PDN straps and rails:
Pins as bars on the die edge. Tap cells in gray.
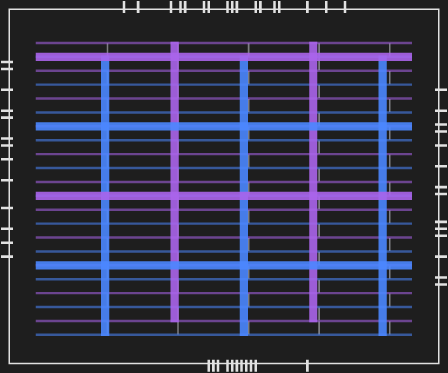
Clock nets:
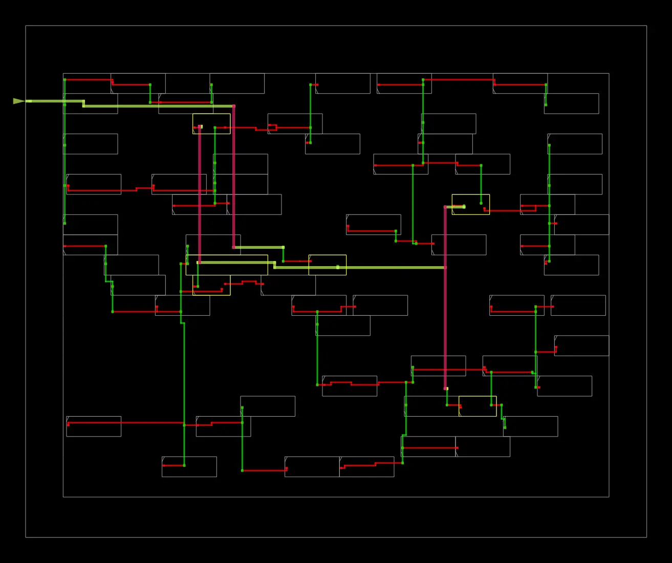
Gate families picked out:
Bar = 20 µm.
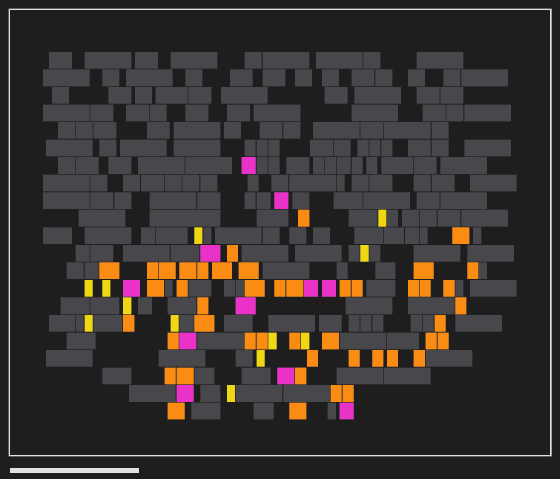
Placement by cell class:
Bar = 20 µm.
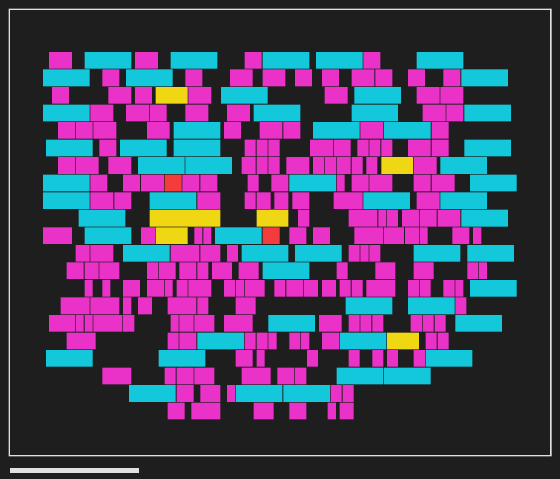
Clock distribution:
Bar = 20 µm.
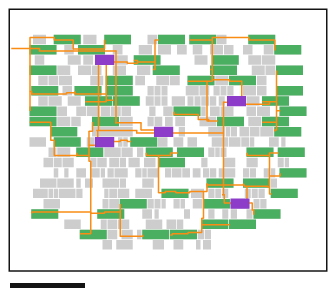
### config.mk
export PLATFORM = sky130hd
export DESIGN_NAME = tt_sweep_ctrl_flat
export DESIGN_NICKNAME = d
export VERILOG_FILES = /design/src/rtl/tt_sweep_ctrl_if.sv /design/src/rtl/tt_sweep_ctrl.sv /design/src/flat_wrapper.sv
export SDC_FILE = /design/constraint.sdc
export NUM_CORES = 1
export LEC_CHECK = 0
export CAP_MARGIN = 15
export CORE_ASPECT_RATIO = 0.8
export CORE_MARGIN = 5
export CORE_UTILIZATION = 62
export DETAILED_ROUTE_END_ITERATION = 10
export DONT_BUFFER_PORTS = 1
export MAX_ROUTING_LAYER = met4
export PLACE_DENSITY = 0.78
export SETUP_SLACK_MARGIN = 0.5
export SLEW_MARGIN = 20
export SYNTH_ARGS = -nofsm -noshare
export SYNTH_HDL_FRONTEND = slang
export SYNTH_SLANG_ARGS = --single-unit
### constraint.sdc
create_clock -name clk -period 4.4 [get_ports clk]
set_clock_uncertainty 0.15 [all_clocks]
set_input_delay 0.66 -clock clk [delete_from_list [all_inputs] [get_ports clk]]
set_output_delay 0.66 -clock clk [all_outputs]
set_load 0.005 [all_outputs]
### src/rtl/tt_sweep_ctrl_if.sv
`default_nettype none
// ============================================================================
// Module      : tt_sweep_ctrl_if
// Description : Request, stimulus and result bundle of the truth-table sweeper.
// Revision    : 1.0 - initial release
// ============================================================================
interface tt_sweep_ctrl_if;
    logic        start;
    logic        abort;
    logic [3:0]  dut_in;
    logic        f_in;
    logic        f1_in;
    logic        busy;
    logic        done;
    logic [15:0] f_table;
    logic [15:0] f1_table;
    logic [4:0]  mismatch_cnt;
    logic [3:0]  first_fail_idx;
    logic        fail_seen;
    logic        pass;

    // Requester and function-block side.
    modport master (
        output start, abort, f_in, f1_in,
        input  dut_in, busy, done, f_table, f1_table,
        input  mismatch_cnt, first_fail_idx, fail_seen, pass
    );

    // Sweep controller side.
    modport slave (
        input  start, abort, f_in, f1_in,
        output dut_in, busy, done, f_table, f1_table,
        output mismatch_cnt, first_fail_idx, fail_seen, pass
    );
endinterface
`default_nettype wire

### src/rtl/tt_sweep_ctrl.sv
`default_nettype none
// ============================================================================
// Module      : tt_sweep_ctrl
// Description : Exhaustive 16-vector sweep of a 4-in/2-out block with capture
//               of both truth tables and comparison against expected tables.
// Revision    : 1.0 - initial release
// ============================================================================
module tt_sweep_ctrl #(
    parameter int unsigned SETTLE = 1,
    parameter logic [15:0] EXP_F  = 16'h0000,
    parameter logic [15:0] EXP_F1 = 16'h0000
) (
    input  logic           clk,
    input  logic           rst,
    tt_sweep_ctrl_if.slave bus
);

    localparam logic [3:0]  c_SETTLE_LAST = 4'(SETTLE - 1);
    localparam logic [3:0]  c_LAST_IDX    = 4'd15;
    localparam logic [15:0] c_EXP_F       = EXP_F;
    localparam logic [15:0] c_EXP_F1      = EXP_F1;

    typedef enum logic [1:0] {
        S_IDLE   = 2'd0,
        S_SETTLE = 2'd1,
        S_SAMPLE = 2'd2,
        S_DONE   = 2'd3
    } state_t;

    state_t      r_state;
    state_t      w_state_nxt;
    logic [3:0]  r_idx;
    logic [3:0]  r_cnt;
    logic [3:0]  r_dut_in;
    logic [15:0] r_f_table;
    logic [15:0] r_f1_table;
    logic [4:0]  r_mismatch_cnt;
    logic [3:0]  r_first_fail_idx;
    logic        r_fail_seen;

    logic        w_accept;
    logic        w_capture;
    logic        w_vec_miss;
    logic [3:0]  w_idx_inc;

    assign w_accept   = (r_state == S_IDLE) && bus.start && !bus.abort;
    assign w_capture  = (r_state == S_SAMPLE) && !bus.abort;
    assign w_vec_miss = (bus.f_in != c_EXP_F[r_idx]) || (bus.f1_in != c_EXP_F1[r_idx]);
    assign w_idx_inc  = r_idx + 4'd1;

    always_ff @(posedge clk) begin
        if (rst) begin
            r_state <= S_IDLE;
        end else begin
            r_state <= w_state_nxt;
        end
    end

    always_comb begin
        w_state_nxt = r_state;
        case (r_state)
            S_IDLE: begin
                if (bus.start && !bus.abort) begin
                    w_state_nxt = S_SETTLE;
                end
            end
            S_SETTLE: begin
                if (bus.abort) begin
                    w_state_nxt = S_IDLE;
                end else if (r_cnt == c_SETTLE_LAST) begin
                    w_state_nxt = S_SAMPLE;
                end
            end
            S_SAMPLE: begin
                if (bus.abort) begin
                    w_state_nxt = S_IDLE;
                end else if (r_idx == c_LAST_IDX) begin
                    w_state_nxt = S_DONE;
                end else begin
                    w_state_nxt = S_SETTLE;
                end
            end
            S_DONE: begin
                w_state_nxt = S_IDLE;
            end
            default: begin
                w_state_nxt = S_IDLE;
            end
        endcase
    end

    always_ff @(posedge clk) begin
        if (rst) begin
            r_idx            <= 4'd0;
            r_cnt            <= 4'd0;
            r_dut_in         <= 4'd0;
            r_f_table        <= 16'd0;
            r_f1_table       <= 16'd0;
            r_mismatch_cnt   <= 5'd0;
            r_first_fail_idx <= 4'd0;
            r_fail_seen      <= 1'b0;
        end else begin
            if (w_accept) begin
                r_idx            <= 4'd0;
                r_cnt            <= 4'd0;
                r_dut_in         <= 4'd0;
                r_f_table        <= 16'd0;
                r_f1_table       <= 16'd0;
                r_mismatch_cnt   <= 5'd0;
                r_first_fail_idx <= 4'd0;
                r_fail_seen      <= 1'b0;
            end else if (bus.abort && ((r_state == S_SETTLE) || (r_state == S_SAMPLE))) begin
                // Partial results stay visible; only the stimulus is released.
                r_dut_in <= 4'd0;
            end else if (r_state == S_SETTLE) begin
                r_cnt <= r_cnt + 4'd1;
            end else if (w_capture) begin
                r_f_table[r_idx]  <= bus.f_in;
                r_f1_table[r_idx] <= bus.f1_in;
                if (w_vec_miss) begin
                    r_mismatch_cnt <= r_mismatch_cnt + 5'd1;
                    if (!r_fail_seen) begin
                        r_fail_seen      <= 1'b1;
                        r_first_fail_idx <= r_idx;
                    end
                end
                if (r_idx == c_LAST_IDX) begin
                    r_dut_in <= 4'd0;
                end else begin
                    r_idx    <= w_idx_inc;
                    r_cnt    <= 4'd0;
                    r_dut_in <= w_idx_inc;
                end
            end
        end
    end

    assign bus.dut_in         = r_dut_in;
    assign bus.busy           = (r_state == S_SETTLE) || (r_state == S_SAMPLE);
    assign bus.done           = (r_state == S_DONE);
    assign bus.f_table        = r_f_table;
    assign bus.f1_table       = r_f1_table;
    assign bus.mismatch_cnt   = r_mismatch_cnt;
    assign bus.first_fail_idx = r_first_fail_idx;
    assign bus.fail_seen      = r_fail_seen;
    assign bus.pass           = (r_mismatch_cnt == 5'd0);

endmodule
`default_nettype wire

### src/flat_wrapper.sv
// flat-port wrapper written by rule: the top's interface ports become plain ports
module tt_sweep_ctrl_flat 
#(
    parameter int unsigned SETTLE = 1,
    parameter logic [15:0] EXP_F  = 16'h0000,
    parameter logic [15:0] EXP_F1 = 16'h0000
)
  (clk, rst, bus_start, bus_abort, bus_f_in, bus_f1_in, bus_dut_in, bus_busy, bus_done, bus_f_table, bus_f1_table, bus_mismatch_cnt, bus_first_fail_idx, bus_fail_seen, bus_pass);
  tt_sweep_ctrl_if bus_i ();
  input  logic clk;
  input  logic rst;
  input wire logic [$bits(bus_i.start)-1:0] bus_start;
  input wire logic [$bits(bus_i.abort)-1:0] bus_abort;
  input wire logic [$bits(bus_i.f_in)-1:0] bus_f_in;
  input wire logic [$bits(bus_i.f1_in)-1:0] bus_f1_in;
  output wire logic [$bits(bus_i.dut_in)-1:0] bus_dut_in;
  output wire logic [$bits(bus_i.busy)-1:0] bus_busy;
  output wire logic [$bits(bus_i.done)-1:0] bus_done;
  output wire logic [$bits(bus_i.f_table)-1:0] bus_f_table;
  output wire logic [$bits(bus_i.f1_table)-1:0] bus_f1_table;
  output wire logic [$bits(bus_i.mismatch_cnt)-1:0] bus_mismatch_cnt;
  output wire logic [$bits(bus_i.first_fail_idx)-1:0] bus_first_fail_idx;
  output wire logic [$bits(bus_i.fail_seen)-1:0] bus_fail_seen;
  output wire logic [$bits(bus_i.pass)-1:0] bus_pass;
  assign bus_i.start = bus_start;
  assign bus_i.abort = bus_abort;
  assign bus_i.f_in = bus_f_in;
  assign bus_i.f1_in = bus_f1_in;
  assign bus_dut_in = bus_i.dut_in;
  assign bus_busy = bus_i.busy;
  assign bus_done = bus_i.done;
  assign bus_f_table = bus_i.f_table;
  assign bus_f1_table = bus_i.f1_table;
  assign bus_mismatch_cnt = bus_i.mismatch_cnt;
  assign bus_first_fail_idx = bus_i.first_fail_idx;
  assign bus_fail_seen = bus_i.fail_seen;
  assign bus_pass = bus_i.pass;
  tt_sweep_ctrl #(.SETTLE(SETTLE), .EXP_F(EXP_F), .EXP_F1(EXP_F1)) u_core (.clk(clk), .rst(rst), .bus(bus_i));
endmodule
==> run notes <==
yosys + openroad results -> total grt overflow 0, clk sinks 56, worst hold path type reg2reg, Pins Over Slew Limit 0, Post-synth seq share 41.6%, Top-area cell share 41.6%, slew at the pin closest to its max-slew limit 0.693 ns, YS chip area 2700 µm², worst hold path endpoint u_core.bus.dut_in[1], Ys Warns 0, die span in y 69 µm, initial antenna violation count 0, nature of the critical path endpoint flip-flop, FMAX 389 MHz, post-cts hold-fix buffer tally 0, slew margin rel. 53.6%, FP Util 64.2%, final WL 5.74 mm, cts repair resizes 0, Crit path arrival time 2.64 ns, vias in the first global route 1818, GRT Util Overall 20.5%, remaining design rule violation count 0, layout overhead on the synthesized area 3.20%, fin nets 289, Power Density 337 nW/µm², Most common reg cell dfxtp_1, Tool Warnings 36, Mean Syn Cell Area 9.53 µm², min Tclk post-route 2.57 ns, count of cell types in the netlist 41, Synth flops 56, WP data required 4.47 ns, worst hold stages 2, Die Span X 83.7 µm, drt pass-1 iters 4, Max FO, Critical Path 25, reg-to-reg slack, setup 1.83 ns, post-route antenna net violation count 0, total power 0.938 mW, crit start category flip-flop, CORE AREA 4200 µm², leakage power 1.12 nW, IO Port Bufs 0, Wirelength per Cell 17.7 µm, max cap viols 0, Mapped Area 2700 µm², Post-CTS Setup Bufs 0, Synth area leader dfxtp_1, Yosys Instances 283, final hold viol count 0, share of layout cells above drive strength 1 4.85%, reg2reg start u_core.r_state[1], initial DRC count 203, first-pass GRT wire length 9.57 mm, period utilisation layout 58.5%, post-route setup TNS 0 ns, Longest Clk Path Bufs 2, status completed, R2R depth 6, Crit Path Category reg2reg, cell mode on critical path nand3b_1, dominant cells by area after synthesis dfxtp_1, mux2i_1, nand3b_1, critical-path cell list inv_1 > ha_1 > nand3b_1 > buf_4 > nand3b_1 > mux2i_1, Latency at later pin 0.30 ns, Post-synth EDFFs 0, Clk pin slew, worst setup/hold paths 0.09 ns, fill count 341, Hold Path Origin u_core.bus.dut_in[1], largest net degree at the start of global routing 41, standard-cell rows 21, Slowest-stage cell, CP nand3b_1, Post-synth ARST share 0%, R2R Path End u_core.bus.f1_table[12]
-- 'PDN straps and rails' (at the start) --
Blue stands for VSS. Purple stands for VDD.
57 tap cells. 4 straps on met5. 5 straps on met4.

-- 'clock nets' (at the start) --
clk_buf instances: 5
CTS buffer count: 5
Seq cells: 56

-- 'gate families picked out' (at the start) --
Yellow stands for inv cells, cells 12, most used inv_1. Orange stands for aoi and oai cells, cells 46, most used a21oi_1. Magenta stands for and/or cells, cells 11, most used or4_1.

-- 'placement by cell class' (at the start) --
Magenta stands for combinational and other logic, cells 204, share of their area 54%. Yellow stands for clock drivers and dummy loads, cells 6, share of their area 3.6%. Cyan stands for sequential cells, cells 56, share of their area 41%. Red stands for remaining buffers and delay cells, cells 2, share of their area 0.55%.

-- 'clock distribution' (at the start) --
Green stands for flip-flops, count 56. Purple stands for clock drivers, count 5. Orange stands for clock wires, length 598 µm.
Position of the flops: widely spread. There are 6 routed clock nets.

[power breakdown]
part | total (mW) | internal, mW | switching, mW | leakage, nW
Clock | 0.317 | 0.164 | 0.153 | 0.0501
Combinational | 0.103 | 0.0375 | 0.0650 | 0.616
Sequential | 0.518 | 0.512 | 0.00593 | 0.451
[critical path, delay by kind of cell (launching register included)]
kind	cells	cell delay, ns
flops	1	0.42
buf+inv	2	0.48
mux	1	0.32
fa+ha+maj	1	0.21
simple gates	2	0.90
[sequential cells by signal, summed over array words and instances (netlist names)]
signal and flops:
u_core.bus.f1_table 16, u_core.bus.f_table 16, u_core.bus.mismatch_cnt 5, u_core.bus.dut_in 4
u_core.bus.first_fail_idx 4, u_core.r_cnt 4, u_core.r_idx 4, u_core.r_state 2
u_core.bus.fail_seen 1
[layer usage]
layer / vias to the layer above / part of all wire, % / track usage [%]
met5: - / 0 / -
met4: 0 / 1.1 / 5.89
met3: 7 / 6.7 / 5.00
met2: 58 / 43 / 28.3
met1: 961 / 50 / 29.6
li1: 987 / - / -
[worst max-delay path by stage]
stage,cells after the start,from,endpoint
after floorplan,5,bus_abort,u_core.bus.mismatch_cnt[2]
after global placement,4,bus_abort,u_core.bus.f1_table[4]
after detailed placement,6,u_core.r_state[1],u_core.bus.f1_table[8]
after CTS,6,u_core.r_state[1],u_core.bus.f1_table[8]
after global routing,6,u_core.r_state[1],u_core.bus.f1_table[6]
final,6,u_core.r_state[1],u_core.bus.f1_table[12]
[kinds of logic (layout without fill, tap and decap cells)]
group,after synthesis,count (layout),synth area share [%]
simple gates,94,94,22.4
flops,56,56,41.6
compound gates,48,48,10.9
buf+inv,35,20,5.33
mux,34,34,12.7
fa+ha+maj,14,14,6.49
xor+xnor,2,2,0.649
[layout by cell type (no fill, tap or decap), types with 5 or more instances in the layout]
cell type,count
a21oi_1,21
mux2i_1,33
nand3_1,24
clkbuf_8,5
o21ai_0,10
inv_1,12
ha_1,14
nand3b_1,36
dfxtp_1,56
nand2b_1,5
nand2_1,6
[Yosys cell counts (2+ instances only)]
master	count
nand3_1	24
nand3b_1	36
dfxtp_1	56
o31ai_1	4
ha_1	14
o211ai_1	2
nor2b_1	2
buf_1	2
o21ai_0	10
a311oi_1	2
or3_1	2
nand4b_1	2
clkbuf_1	16
buf_2	4
nand2_1	6
a21oi_1	21
inv_1	12
nand2b_1	5
and3_1	2
nor2_1	4
or4_1	4
a41oi_1	2
mux2i_1	33
[area by class of cell]
cell class / count / area [µm²] / area share (%)
inverter: 12 / 45.0 / 1.62
timing repair buffer: 2 / 15.0 / 0.539
multi-input combinational: 192 / 1430 / 51.5
tap: 57 / 71.3 / 2.56
clock buffer: 5 / 68.8 / 2.47
sequential: 56 / 1120 / 40.3
clock inverter: 1 / 30.0 / 1.08
[through the flow]
step / std cells / cell area [µm²] / setup WS, ns / hold slack (ns) / utilization, %
floorplan: 283 / 2700 / 2.33 / 0.293 / -
global placement: 319 / 2690 / 1.95 / 0.316 / 63.9
detailed placement: 319 / 2690 / 1.84 / 0.322 / 63.9
CTS: 325 / 2780 / 1.83 / 0.336 / 66.2
global route: 325 / 2780 / 1.57 / 0.357 / 66.2
finish: 325 / 2780 / 1.83 / 0.330 / 66.2
Power and IR drop assume default switching activity.
